[src/rtl/axi4_fifo_bridge_if.sv]
// AXI4 slave-side bundle between an AXI master and the FIFO bridge.
// No logic, wires only.
// Handshakes are plain AXI valid/ready on each of the five channels.
interface axi4_fifo_bridge_if #(
  parameter int ID_W   = 4,
  parameter int AXI_DW = 64
);
  logic              awvalid, awready;
  logic [ID_W-1:0]   awid;
  logic [31:0]       awaddr;
  logic [7:0]        awlen;
  logic [2:0]        awsize;
  logic [1:0]        awburst;

  logic              wvalid, wready;
  logic [AXI_DW-1:0] wdata;
  logic [AXI_DW/8-1:0] wstrb;
  logic              wlast;

  logic              bvalid, bready;
  logic [ID_W-1:0]   bid;
  logic [1:0]        bresp;

  logic              arvalid, arready;
  logic [ID_W-1:0]   arid;
  logic [31:0]       araddr;
  logic [7:0]        arlen;
  logic [2:0]        arsize;
  logic [1:0]        arburst;

  logic              rvalid, rready;
  logic [ID_W-1:0]   rid;
  logic [AXI_DW-1:0] rdata;
  logic [1:0]        rresp;
  logic              rlast;

  modport slave (
    input  awvalid, awid, awaddr, awlen, awsize, awburst,
    output awready,
    input  wvalid, wdata, wstrb, wlast,
    output wready,
    output bvalid, bid, bresp,
    input  bready,
    input  arvalid, arid, araddr, arlen, arsize, arburst,
    output arready,
    output rvalid, rid, rdata, rresp, rlast,
    input  rready
  );

  modport master (
    output awvalid, awid, awaddr, awlen, awsize, awburst,
    input  awready,
    output wvalid, wdata, wstrb, wlast,
    input  wready,
    input  bvalid, bid, bresp,
    output bready,
    output arvalid, arid, araddr, arlen, arsize, arburst,
    input  arready,
    input  rvalid, rid, rdata, rresp, rlast,
    output rready
  );
endinterface

[src/rtl/axi4_fifo_bridge.sv]
// AXI4 slave to FIFO-cache command bridge: packs RATIO beats per FIFO word, unpacks read words.
// Latency: address taken in 1 cycle; write cmd the cycle after a word fills; R beat the cycle after a word lands.
// Backpressure: all outputs held while valid & !ready; one AXI transaction in flight at a time.
module axi4_fifo_bridge #(
  parameter int AXI_DW  = 64,
  parameter int FIFO_DW = 128,
  parameter int ID_W    = 4,
  parameter int FADDR_W = 27,
  parameter int CNT_W   = 6
) (
  input  logic                 clk,
  input  logic                 rst,
  axi4_fifo_bridge_if.slave    io_axi4,
  output logic                 fifo_cmd_valid,
  input  logic                 fifo_cmd_ready,
  output logic                 fifo_cmd_type,
  output logic [FADDR_W-1:0]   fifo_cmd_addr,
  output logic [CNT_W-1:0]     fifo_cmd_burst_cnt,
  output logic [FIFO_DW-1:0]   fifo_cmd_wt_data,
  output logic [FIFO_DW/8-1:0] fifo_cmd_wt_mask,
  input  logic                 fifo_rsp_valid,
  output logic                 fifo_rsp_ready,
  input  logic [FIFO_DW-1:0]   fifo_rsp_data
);
  localparam int RATIO    = FIFO_DW / AXI_DW;
  localparam int AXI_BY   = AXI_DW / 8;
  localparam int AXI_BB   = $clog2(AXI_BY);
  localparam int FIFO_BB  = $clog2(FIFO_DW / 8);
  localparam int RATIO_SH = $clog2(RATIO);
  localparam int LANE_W   = (RATIO > 1) ? RATIO_SH : 1;
  localparam logic [LANE_W-1:0] LANE_LAST = LANE_W'(RATIO - 1);
  localparam logic [9:0]        MAX_WORDS = 10'((1 << CNT_W) - 1);

  typedef enum logic [2:0] {
    IDLE, WR_PACK, WR_CMD, WR_RESP, WR_DRAIN, RD_CMD, RD_DATA, RD_ERR
  } state_t;

  state_t               state, state_nxt;
  logic                 prio_wr;
  logic [ID_W-1:0]      id_q;
  logic [FADDR_W-1:0]   addr_q;
  logic [7:0]           len_q, beat_q;
  logic [LANE_W-1:0]    lane_q, lane_inc;
  logic [CNT_W-1:0]     cnt_q, words_left_q;
  logic                 err_q, wdone_q, rbuf_vld_q;
  logic [FIFO_DW-1:0]   wbuf_q, rbuf_q;
  logic [FIFO_DW/8-1:0] wmask_q;
  logic [AXI_DW-1:0]    rd_lane;

  logic                 gnt_wr, gnt_rd, legal_base, legal_rd;
  logic [31:0]          sel_addr;
  logic [7:0]           sel_len;
  logic [2:0]           sel_size;
  logic [1:0]           sel_burst;
  logic [ID_W-1:0]      sel_id;
  logic [LANE_W-1:0]    sel_lane0;
  logic [13:0]          end_off;
  logic [9:0]           n_words;

  // Round-robin grant between AW and AR, and legality of the granted burst
  always_comb begin
    gnt_wr     = io_axi4.awvalid && (prio_wr || !io_axi4.arvalid);
    gnt_rd     = io_axi4.arvalid && !gnt_wr;
    sel_addr   = gnt_wr ? io_axi4.awaddr  : io_axi4.araddr;
    sel_len    = gnt_wr ? io_axi4.awlen   : io_axi4.arlen;
    sel_size   = gnt_wr ? io_axi4.awsize  : io_axi4.arsize;
    sel_burst  = gnt_wr ? io_axi4.awburst : io_axi4.arburst;
    sel_id     = gnt_wr ? io_axi4.awid    : io_axi4.arid;
    sel_lane0  = LANE_W'((sel_addr >> AXI_BB) & 32'(RATIO - 1));
    end_off    = 14'(sel_addr[11:0]) + ((14'(sel_len) + 14'd1) << AXI_BB);
    n_words    = (10'(sel_lane0) + 10'(sel_len) + 10'(RATIO)) >> RATIO_SH;
    legal_base = (sel_burst == 2'b01) && (sel_size == 3'(AXI_BB)) && (end_off <= 14'd4096);
    legal_rd   = legal_base && (n_words <= MAX_WORDS);
    lane_inc   = (lane_q == LANE_LAST) ? '0 : lane_q + LANE_W'(1);
  end

  // Select the lane of the held read word that the current R beat carries
  always_comb begin
    rd_lane = '0;
    for (int l = 0; l < RATIO; l++)
      if (LANE_W'(l) == lane_q) rd_lane = rbuf_q[l*AXI_DW +: AXI_DW];
  end

  // State register
  always_ff @(posedge clk) begin
    if (rst) state <= IDLE;
    else     state <= state_nxt;
  end

  // Next state and all handshake/bus outputs, zero unless the state drives them
  always_comb begin
    state_nxt          = state;
    io_axi4.awready    = 1'b0;
    io_axi4.arready    = 1'b0;
    io_axi4.wready     = 1'b0;
    io_axi4.bvalid     = 1'b0;
    io_axi4.bid        = '0;
    io_axi4.bresp      = 2'b00;
    io_axi4.rvalid     = 1'b0;
    io_axi4.rid        = '0;
    io_axi4.rdata      = '0;
    io_axi4.rresp      = 2'b00;
    io_axi4.rlast      = 1'b0;
    fifo_cmd_valid     = 1'b0;
    fifo_cmd_type      = 1'b0;
    fifo_cmd_addr      = '0;
    fifo_cmd_burst_cnt = '0;
    fifo_cmd_wt_data   = '0;
    fifo_cmd_wt_mask   = '0;
    fifo_rsp_ready     = 1'b0;
    case (state)
      IDLE: begin
        io_axi4.awready = gnt_wr;
        io_axi4.arready = gnt_rd;
        if (gnt_wr)      state_nxt = legal_base ? WR_PACK : WR_DRAIN;
        else if (gnt_rd) state_nxt = legal_rd ? RD_CMD : RD_ERR;
      end
      WR_PACK: begin
        io_axi4.wready = 1'b1;
        if (io_axi4.wvalid && (lane_q == LANE_LAST || io_axi4.wlast)) state_nxt = WR_CMD;
      end
      WR_CMD: begin
        fifo_cmd_valid     = 1'b1;
        fifo_cmd_addr      = addr_q;
        fifo_cmd_burst_cnt = CNT_W'(1);
        fifo_cmd_wt_data   = wbuf_q;
        fifo_cmd_wt_mask   = wmask_q;
        if (fifo_cmd_ready) state_nxt = wdone_q ? WR_RESP : WR_PACK;
      end
      WR_DRAIN: begin
        io_axi4.wready = 1'b1;
        if (io_axi4.wvalid && io_axi4.wlast) state_nxt = WR_RESP;
      end
      WR_RESP: begin
        io_axi4.bvalid = 1'b1;
        io_axi4.bid    = id_q;
        io_axi4.bresp  = err_q ? 2'b10 : 2'b00;
        if (io_axi4.bready) state_nxt = IDLE;
      end
      RD_CMD: begin
        fifo_cmd_valid     = 1'b1;
        fifo_cmd_type      = 1'b1;
        fifo_cmd_addr      = addr_q;
        fifo_cmd_burst_cnt = cnt_q;
        if (fifo_cmd_ready) state_nxt = RD_DATA;
      end
      RD_DATA: begin
        fifo_rsp_ready = !rbuf_vld_q && (words_left_q != '0);
        io_axi4.rvalid = rbuf_vld_q;
        io_axi4.rid    = rbuf_vld_q ? id_q : '0;
        io_axi4.rdata  = rbuf_vld_q ? rd_lane : '0;
        io_axi4.rlast  = rbuf_vld_q && (beat_q == len_q);
        if (rbuf_vld_q && io_axi4.rready && beat_q == len_q) state_nxt = IDLE;
      end
      RD_ERR: begin
        io_axi4.rvalid = 1'b1;
        io_axi4.rid    = id_q;
        io_axi4.rresp  = 2'b10;
        io_axi4.rlast  = (beat_q == len_q);
        if (io_axi4.rready && beat_q == len_q) state_nxt = IDLE;
      end
      default: state_nxt = IDLE;
    endcase
  end

  // Transaction context, write packing buffer and read holding buffer
  always_ff @(posedge clk) begin
    if (rst) begin
      prio_wr      <= 1'b1;
      id_q         <= '0;
      addr_q       <= '0;
      len_q        <= '0;
      beat_q       <= '0;
      lane_q       <= '0;
      cnt_q        <= '0;
      words_left_q <= '0;
      err_q        <= 1'b0;
      wdone_q      <= 1'b0;
      rbuf_vld_q   <= 1'b0;
      wbuf_q       <= '0;
      wmask_q      <= '1;
      rbuf_q       <= '0;
    end else begin
      case (state)
        IDLE: if (gnt_wr || gnt_rd) begin
          prio_wr      <= gnt_rd;
          id_q         <= sel_id;
          addr_q       <= FADDR_W'(sel_addr >> FIFO_BB);
          len_q        <= sel_len;
          beat_q       <= '0;
          lane_q       <= sel_lane0;
          cnt_q        <= CNT_W'(n_words);
          words_left_q <= CNT_W'(n_words);
          err_q        <= gnt_wr ? !legal_base : !legal_rd;
          wdone_q      <= 1'b0;
          rbuf_vld_q   <= 1'b0;
          wbuf_q       <= '0;
          wmask_q      <= '1;
        end
        WR_PACK: if (io_axi4.wvalid) begin
          for (int l = 0; l < RATIO; l++)
            if (LANE_W'(l) == lane_q) begin
              wbuf_q[l*AXI_DW +: AXI_DW]  <= io_axi4.wdata;
              wmask_q[l*AXI_BY +: AXI_BY] <= wmask_q[l*AXI_BY +: AXI_BY] & ~io_axi4.wstrb;
            end
          lane_q  <= lane_inc;
          wdone_q <= io_axi4.wlast;
        end
        WR_CMD: if (fifo_cmd_ready) begin
          addr_q  <= addr_q + FADDR_W'(1);
          wbuf_q  <= '0;
          wmask_q <= '1;
        end
        RD_DATA: begin
          if (fifo_rsp_valid && fifo_rsp_ready) begin
            rbuf_q       <= fifo_rsp_data;
            rbuf_vld_q   <= 1'b1;
            words_left_q <= words_left_q - CNT_W'(1);
          end
          if (rbuf_vld_q && io_axi4.rready) begin
            beat_q <= beat_q + 8'd1;
            lane_q <= lane_inc;
            if (lane_q == LANE_LAST || beat_q == len_q) rbuf_vld_q <= 1'b0;
          end
        end
        RD_ERR: if (io_axi4.rready) beat_q <= beat_q + 8'd1;
        default: ;
      endcase
    end
  end
endmodule

[src/flat_wrapper.sv]
// flat-port wrapper written by rule: the top's interface ports become plain ports
module axi4_fifo_bridge_flat 
#(
  parameter int AXI_DW  = 64,
  parameter int FIFO_DW = 128,
  parameter int ID_W    = 4,
  parameter int FADDR_W = 27,
  parameter int CNT_W   = 6
)
  (clk, rst, fifo_cmd_valid, fifo_cmd_ready, fifo_cmd_type, fifo_cmd_addr, fifo_cmd_burst_cnt, fifo_cmd_wt_data, fifo_cmd_wt_mask, fifo_rsp_valid, fifo_rsp_ready, fifo_rsp_data, io_axi4_awvalid, io_axi4_awid, io_axi4_awaddr, io_axi4_awlen, io_axi4_awsize, io_axi4_awburst, io_axi4_awready, io_axi4_wvalid, io_axi4_wdata, io_axi4_wstrb, io_axi4_wlast, io_axi4_wready, io_axi4_bvalid, io_axi4_bid, io_axi4_bresp, io_axi4_bready, io_axi4_arvalid, io_axi4_arid, io_axi4_araddr, io_axi4_arlen, io_axi4_arsize, io_axi4_arburst, io_axi4_arready, io_axi4_rvalid, io_axi4_rid, io_axi4_rdata, io_axi4_rresp, io_axi4_rlast, io_axi4_rready);
  axi4_fifo_bridge_if #(.ID_W(ID_W), .AXI_DW(AXI_DW)) io_axi4_i ();
  input  logic clk;
  input  logic rst;
  output logic fifo_cmd_valid;
  input  logic fifo_cmd_ready;
  output logic fifo_cmd_type;
  output logic [FADDR_W-1:0] fifo_cmd_addr;
  output logic [CNT_W-1:0] fifo_cmd_burst_cnt;
  output logic [FIFO_DW-1:0] fifo_cmd_wt_data;
  output logic [FIFO_DW/8-1:0] fifo_cmd_wt_mask;
  input  logic fifo_rsp_valid;
  output logic fifo_rsp_ready;
  input  logic [FIFO_DW-1:0] fifo_rsp_data;
  input wire logic [$bits(io_axi4_i.awvalid)-1:0] io_axi4_awvalid;
  input wire logic [$bits(io_axi4_i.awid)-1:0] io_axi4_awid;
  input wire logic [$bits(io_axi4_i.awaddr)-1:0] io_axi4_awaddr;
  input wire logic [$bits(io_axi4_i.awlen)-1:0] io_axi4_awlen;
  input wire logic [$bits(io_axi4_i.awsize)-1:0] io_axi4_awsize;
  input wire logic [$bits(io_axi4_i.awburst)-1:0] io_axi4_awburst;
  output wire logic [$bits(io_axi4_i.awready)-1:0] io_axi4_awready;
  input wire logic [$bits(io_axi4_i.wvalid)-1:0] io_axi4_wvalid;
  input wire logic [$bits(io_axi4_i.wdata)-1:0] io_axi4_wdata;
  input wire logic [$bits(io_axi4_i.wstrb)-1:0] io_axi4_wstrb;
  input wire logic [$bits(io_axi4_i.wlast)-1:0] io_axi4_wlast;
  output wire logic [$bits(io_axi4_i.wready)-1:0] io_axi4_wready;
  output wire logic [$bits(io_axi4_i.bvalid)-1:0] io_axi4_bvalid;
  output wire logic [$bits(io_axi4_i.bid)-1:0] io_axi4_bid;
  output wire logic [$bits(io_axi4_i.bresp)-1:0] io_axi4_bresp;
  input wire logic [$bits(io_axi4_i.bready)-1:0] io_axi4_bready;
  input wire logic [$bits(io_axi4_i.arvalid)-1:0] io_axi4_arvalid;
  input wire logic [$bits(io_axi4_i.arid)-1:0] io_axi4_arid;
  input wire logic [$bits(io_axi4_i.araddr)-1:0] io_axi4_araddr;
  input wire logic [$bits(io_axi4_i.arlen)-1:0] io_axi4_arlen;
  input wire logic [$bits(io_axi4_i.arsize)-1:0] io_axi4_arsize;
  input wire logic [$bits(io_axi4_i.arburst)-1:0] io_axi4_arburst;
  output wire logic [$bits(io_axi4_i.arready)-1:0] io_axi4_arready;
  output wire logic [$bits(io_axi4_i.rvalid)-1:0] io_axi4_rvalid;
  output wire logic [$bits(io_axi4_i.rid)-1:0] io_axi4_rid;
  output wire logic [$bits(io_axi4_i.rdata)-1:0] io_axi4_rdata;
  output wire logic [$bits(io_axi4_i.rresp)-1:0] io_axi4_rresp;
  output wire logic [$bits(io_axi4_i.rlast)-1:0] io_axi4_rlast;
  input wire logic [$bits(io_axi4_i.rready)-1:0] io_axi4_rready;
  assign io_axi4_i.awvalid = io_axi4_awvalid;
  assign io_axi4_i.awid = io_axi4_awid;
  assign io_axi4_i.awaddr = io_axi4_awaddr;
  assign io_axi4_i.awlen = io_axi4_awlen;
  assign io_axi4_i.awsize = io_axi4_awsize;
  assign io_axi4_i.awburst = io_axi4_awburst;
  assign io_axi4_awready = io_axi4_i.awready;
  assign io_axi4_i.wvalid = io_axi4_wvalid;
  assign io_axi4_i.wdata = io_axi4_wdata;
  assign io_axi4_i.wstrb = io_axi4_wstrb;
  assign io_axi4_i.wlast = io_axi4_wlast;
  assign io_axi4_wready = io_axi4_i.wready;
  assign io_axi4_bvalid = io_axi4_i.bvalid;
  assign io_axi4_bid = io_axi4_i.bid;
  assign io_axi4_bresp = io_axi4_i.bresp;
  assign io_axi4_i.bready = io_axi4_bready;
  assign io_axi4_i.arvalid = io_axi4_arvalid;
  assign io_axi4_i.arid = io_axi4_arid;
  assign io_axi4_i.araddr = io_axi4_araddr;
  assign io_axi4_i.arlen = io_axi4_arlen;
  assign io_axi4_i.arsize = io_axi4_arsize;
  assign io_axi4_i.arburst = io_axi4_arburst;
  assign io_axi4_arready = io_axi4_i.arready;
  assign io_axi4_rvalid = io_axi4_i.rvalid;
  assign io_axi4_rid = io_axi4_i.rid;
  assign io_axi4_rdata = io_axi4_i.rdata;
  assign io_axi4_rresp = io_axi4_i.rresp;
  assign io_axi4_rlast = io_axi4_i.rlast;
  assign io_axi4_i.rready = io_axi4_rready;
  axi4_fifo_bridge #(.AXI_DW(AXI_DW), .FIFO_DW(FIFO_DW), .ID_W(ID_W), .FADDR_W(FADDR_W), .CNT_W(CNT_W)) u_core (.clk(clk), .rst(rst), .io_axi4(io_axi4_i), .fifo_cmd_valid(fifo_cmd_valid), .fifo_cmd_ready(fifo_cmd_ready), .fifo_cmd_type(fifo_cmd_type), .fifo_cmd_addr(fifo_cmd_addr), .fifo_cmd_burst_cnt(fifo_cmd_burst_cnt), .fifo_cmd_wt_data(fifo_cmd_wt_data), .fifo_cmd_wt_mask(fifo_cmd_wt_mask), .fifo_rsp_valid(fifo_rsp_valid), .fifo_rsp_ready(fifo_rsp_ready), .fifo_rsp_data(fifo_rsp_data));
endmodule
[config.mk]
export PLATFORM = sky130hd
export DESIGN_NAME = axi4_fifo_bridge_flat
export DESIGN_NICKNAME = d
export VERILOG_FILES = /design/src/rtl/axi4_fifo_bridge_if.sv /design/src/rtl/axi4_fifo_bridge.sv /design/src/flat_wrapper.sv
export SDC_FILE = /design/constraint.sdc
export NUM_CORES = 1
export LEC_CHECK = 0
export ABC_AREA = 1
export CAP_MARGIN = 20
export CORE_AREA = 2 2 224 226
export CTS_CLUSTER_DIAMETER = 40
export DETAILED_ROUTE_END_ITERATION = 7
export DIE_AREA = 0 0 226 228
export PLACE_DENSITY_LB_ADDON = 0.15
export SLEW_MARGIN = 30
export SYNTH_ARGS = -nofsm -noshare
export SYNTH_HDL_FRONTEND = slang
export SYNTH_SLANG_ARGS = --single-unit
[constraint.sdc]
create_clock -name clk -period 5.1 [get_ports clk]
set_input_delay 0.765 -clock clk [delete_from_list [all_inputs] [get_ports clk]]
set_output_delay 0.765 -clock clk [all_outputs]
set_load 0.02 [all_outputs]
Figure 1. Clock wiring as the flow saved it.
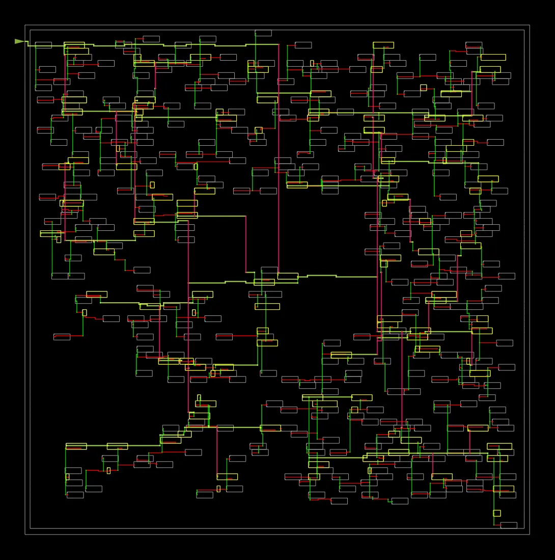
CLK BUF: 94
Final Skew: 25.7 ps
Clock group: 4590 uW
CTS Sinks: 339

Figure 2. M1 wires.
The bar under the picture is 50 um long.
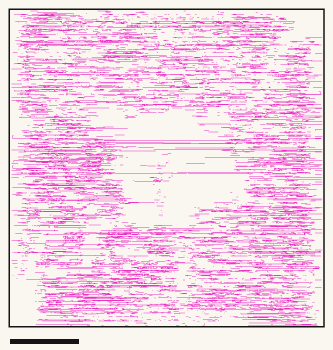
wire length on this layer: 27.3 mm
nets with wire on the layer: 3154

Figure 3. Pin placement.
The bar under the picture is 50 um long. Pins as bars across the die edge, other pins in gray.
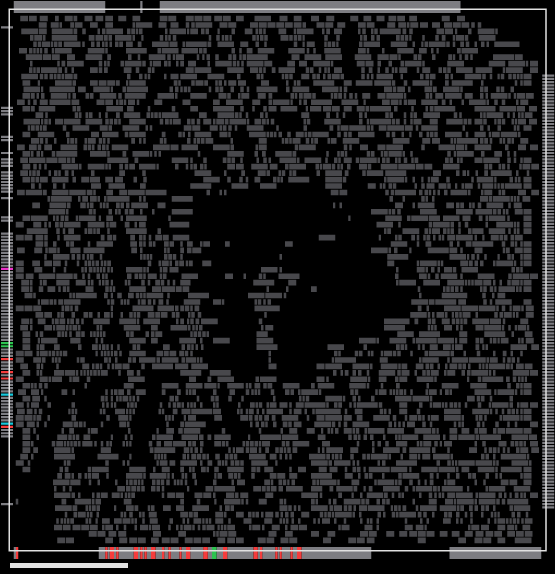
| color | port | pins | direction | edge |
|---|---|---|---|---|
| cyan | `io_axi4_arburst` | 2 | input | left |
| magenta | `io_axi4_wvalid` | 1 | input | left |
| green | `io_axi4_arid` | 4 | input | 2 left, 2 bottom |
| red | `io_axi4_awaddr` | 32 | input | 28 bottom, 4 left |
all pins by edge: 181 top, 169 bottom, 135 right, 85 left

==> flow_metrics.py <==
# Generated from Yosys and OpenROAD reports
metrics = {
    "logic_synthesis": {
        "ys_sh_adder": 0.0144,
        "syn_area_um2": 17100,
        "top_cells_by_area": "dfxtp_1, a21oi_1, nor2_1",
        "topCombFamilyByArea": "AND-OR/OR-AND gates",
        "synth-edff-count": 0,
        "synth.cellmix.compoundShare": 0.224,
        "synth-xor-area-share": 0.0118,
        "async_flop_share": 0,
        "netlist_top_cells_count": "nor2_1, inv_1, a21oi_1",
        "synth_flops": 339,
        "most_common_cell": "nor2_1",
        "ys_seq_share": 0.397,
        "largest_area_cell": "dfxtp_1",
        "ys_types": 47,
        "syn_inst": 2607,
        "simple_gate_share": 0.221,
    },
    "pwr": {
        "totalPowerFinal_uw": 12900,
        "vdd_drop_max_v": 0.000267,
        "p_seq_uw": 3740,
        "swShare": 0.380,
        "power.leakage_uw": 0.0100,
        "p_per_area_nw_per_um2": 508,
        "pwr-share-clk": 0.355,
        "top_power_group": "combinational logic",
        "comb_power_share": 0.356,
        "power.internal_uw": 8020,
    },
    "detailed_routing": {
        "dr.pass1.iters": 7,
        "drt-vias-per-instance": 4.87,
        "remaining_drc_errors": 0,
        "wl_met3_um": 4230,
        "met2_length_um": 30300,
        "vias": 18605,
        "wl_per_cell_um": 16.7,
    },
    "hold_path": {
        "holdPathEnd": "u_core.wbuf_q[71]",
        "holdCritStartpoint": "u_core.wbuf_q[71]",
        "holdPathStages": 2,
        "hp-class": "flip-flop to flip-flop",
    },
    "floorplan": {
        "die_area_um2": 51500,
        "die_x_um": 226,
        "nWellTaps": 672,
        "fp.dieH_um": 228,
        "core_area_um2": 49300,
    },
    "cells_and_area": {
        "drive_above_1_share": 0.0561,
        "nets": 3416,
        "final_cell_area_um2": 25500,
        "n_all_inverters": 402,
        "largestRegisters": "u_core.rbuf_q (128), u_core.wbuf_q (128), u_core.addr_q (27)",
        "final-nonclk-buf-share": 0.229,
        "area_delta_synth_final_pct": 49.2,
        "fillers": 4924,
        "stdcell_count": 3819,
        "layout_top_cell": "clkdlybuf4s50_1",
        "largest_cell_class": "combinational gates",
        "n_antenna_cell": 7,
        "post-route-util": 0.516,
        "logic_gate_count": 1693,
        "comb_area_frac": 0.318,
    },
    "placement": {
        "detailed_place.area_um2": 23100,
        "gp_congestion": 0.868,
        "dp_cells": 3690,
        "dp_worst_setup_slack_ps": 521,
        "dp_hpwl_um": 44800,
    },
    "sta": {
        "worst_pin_slew_ps": 943,
        "slew_headroom": 0.369,
        "max_freq_mhz": 242,
        "finalSetupTns_ps": 0,
        "hold_violations": 0,
        "final-setup-viol-count": 0,
        "finalCritPeriodShare": 0.809,
        "worst_hold_slack_ps": 449,
        "rsz0062_at_grt": "no",
    },
    "critical_path": {
        "crit_fanout": 8,
        "arrival_ps": 3360,
        "crit_required_ps": 4340,
        "cp-endpoint": "fifo_cmd_burst_cnt[0]",
        "ff2ff_setup_slack_ps": 1420,
        "crit_type": "flip-flop to primary output",
        "rr_startpoint": "u_core.prio_wr",
        "cp_cell_sequence": "inv_1 -> nor3_1 -> inv_1 -> o21ai_0 -> clkdlybuf4s50_1",
        "cp-start-kind": "flip-flop",
        "reg2reg_depth": 23,
        "critical_path.most_common_cell": "inv_1",
    },
    "grt": {
        "grt_pass1_wl_um": 97700,
        "met1_usage": 0.297,
        "grt_pass1_vias": 17722,
        "antenna_found_initial": 9,
        "grt_max_degree": 130,
        "use_met3": 0.0484,
    },
    "clocking": {
        "cts.repair.resized": 0,
        "ctsLongestPathBuffers": 3,
        "clk_latency_ps": 580,
        "postCtsSetupBuffers": 0,
        "cts_buffers": 68,
        "root_buffer": "clkbuf_16",
        "cts.clk_slew.worst_paths_ps": 50,
    },
    "run_status": {
        "status": "finished, final reports clean",
    },
    "run": {
        "warnings": 40,
        "maxCapViolations": 0,
    },
}
Power and IR drop assume default switching activity.
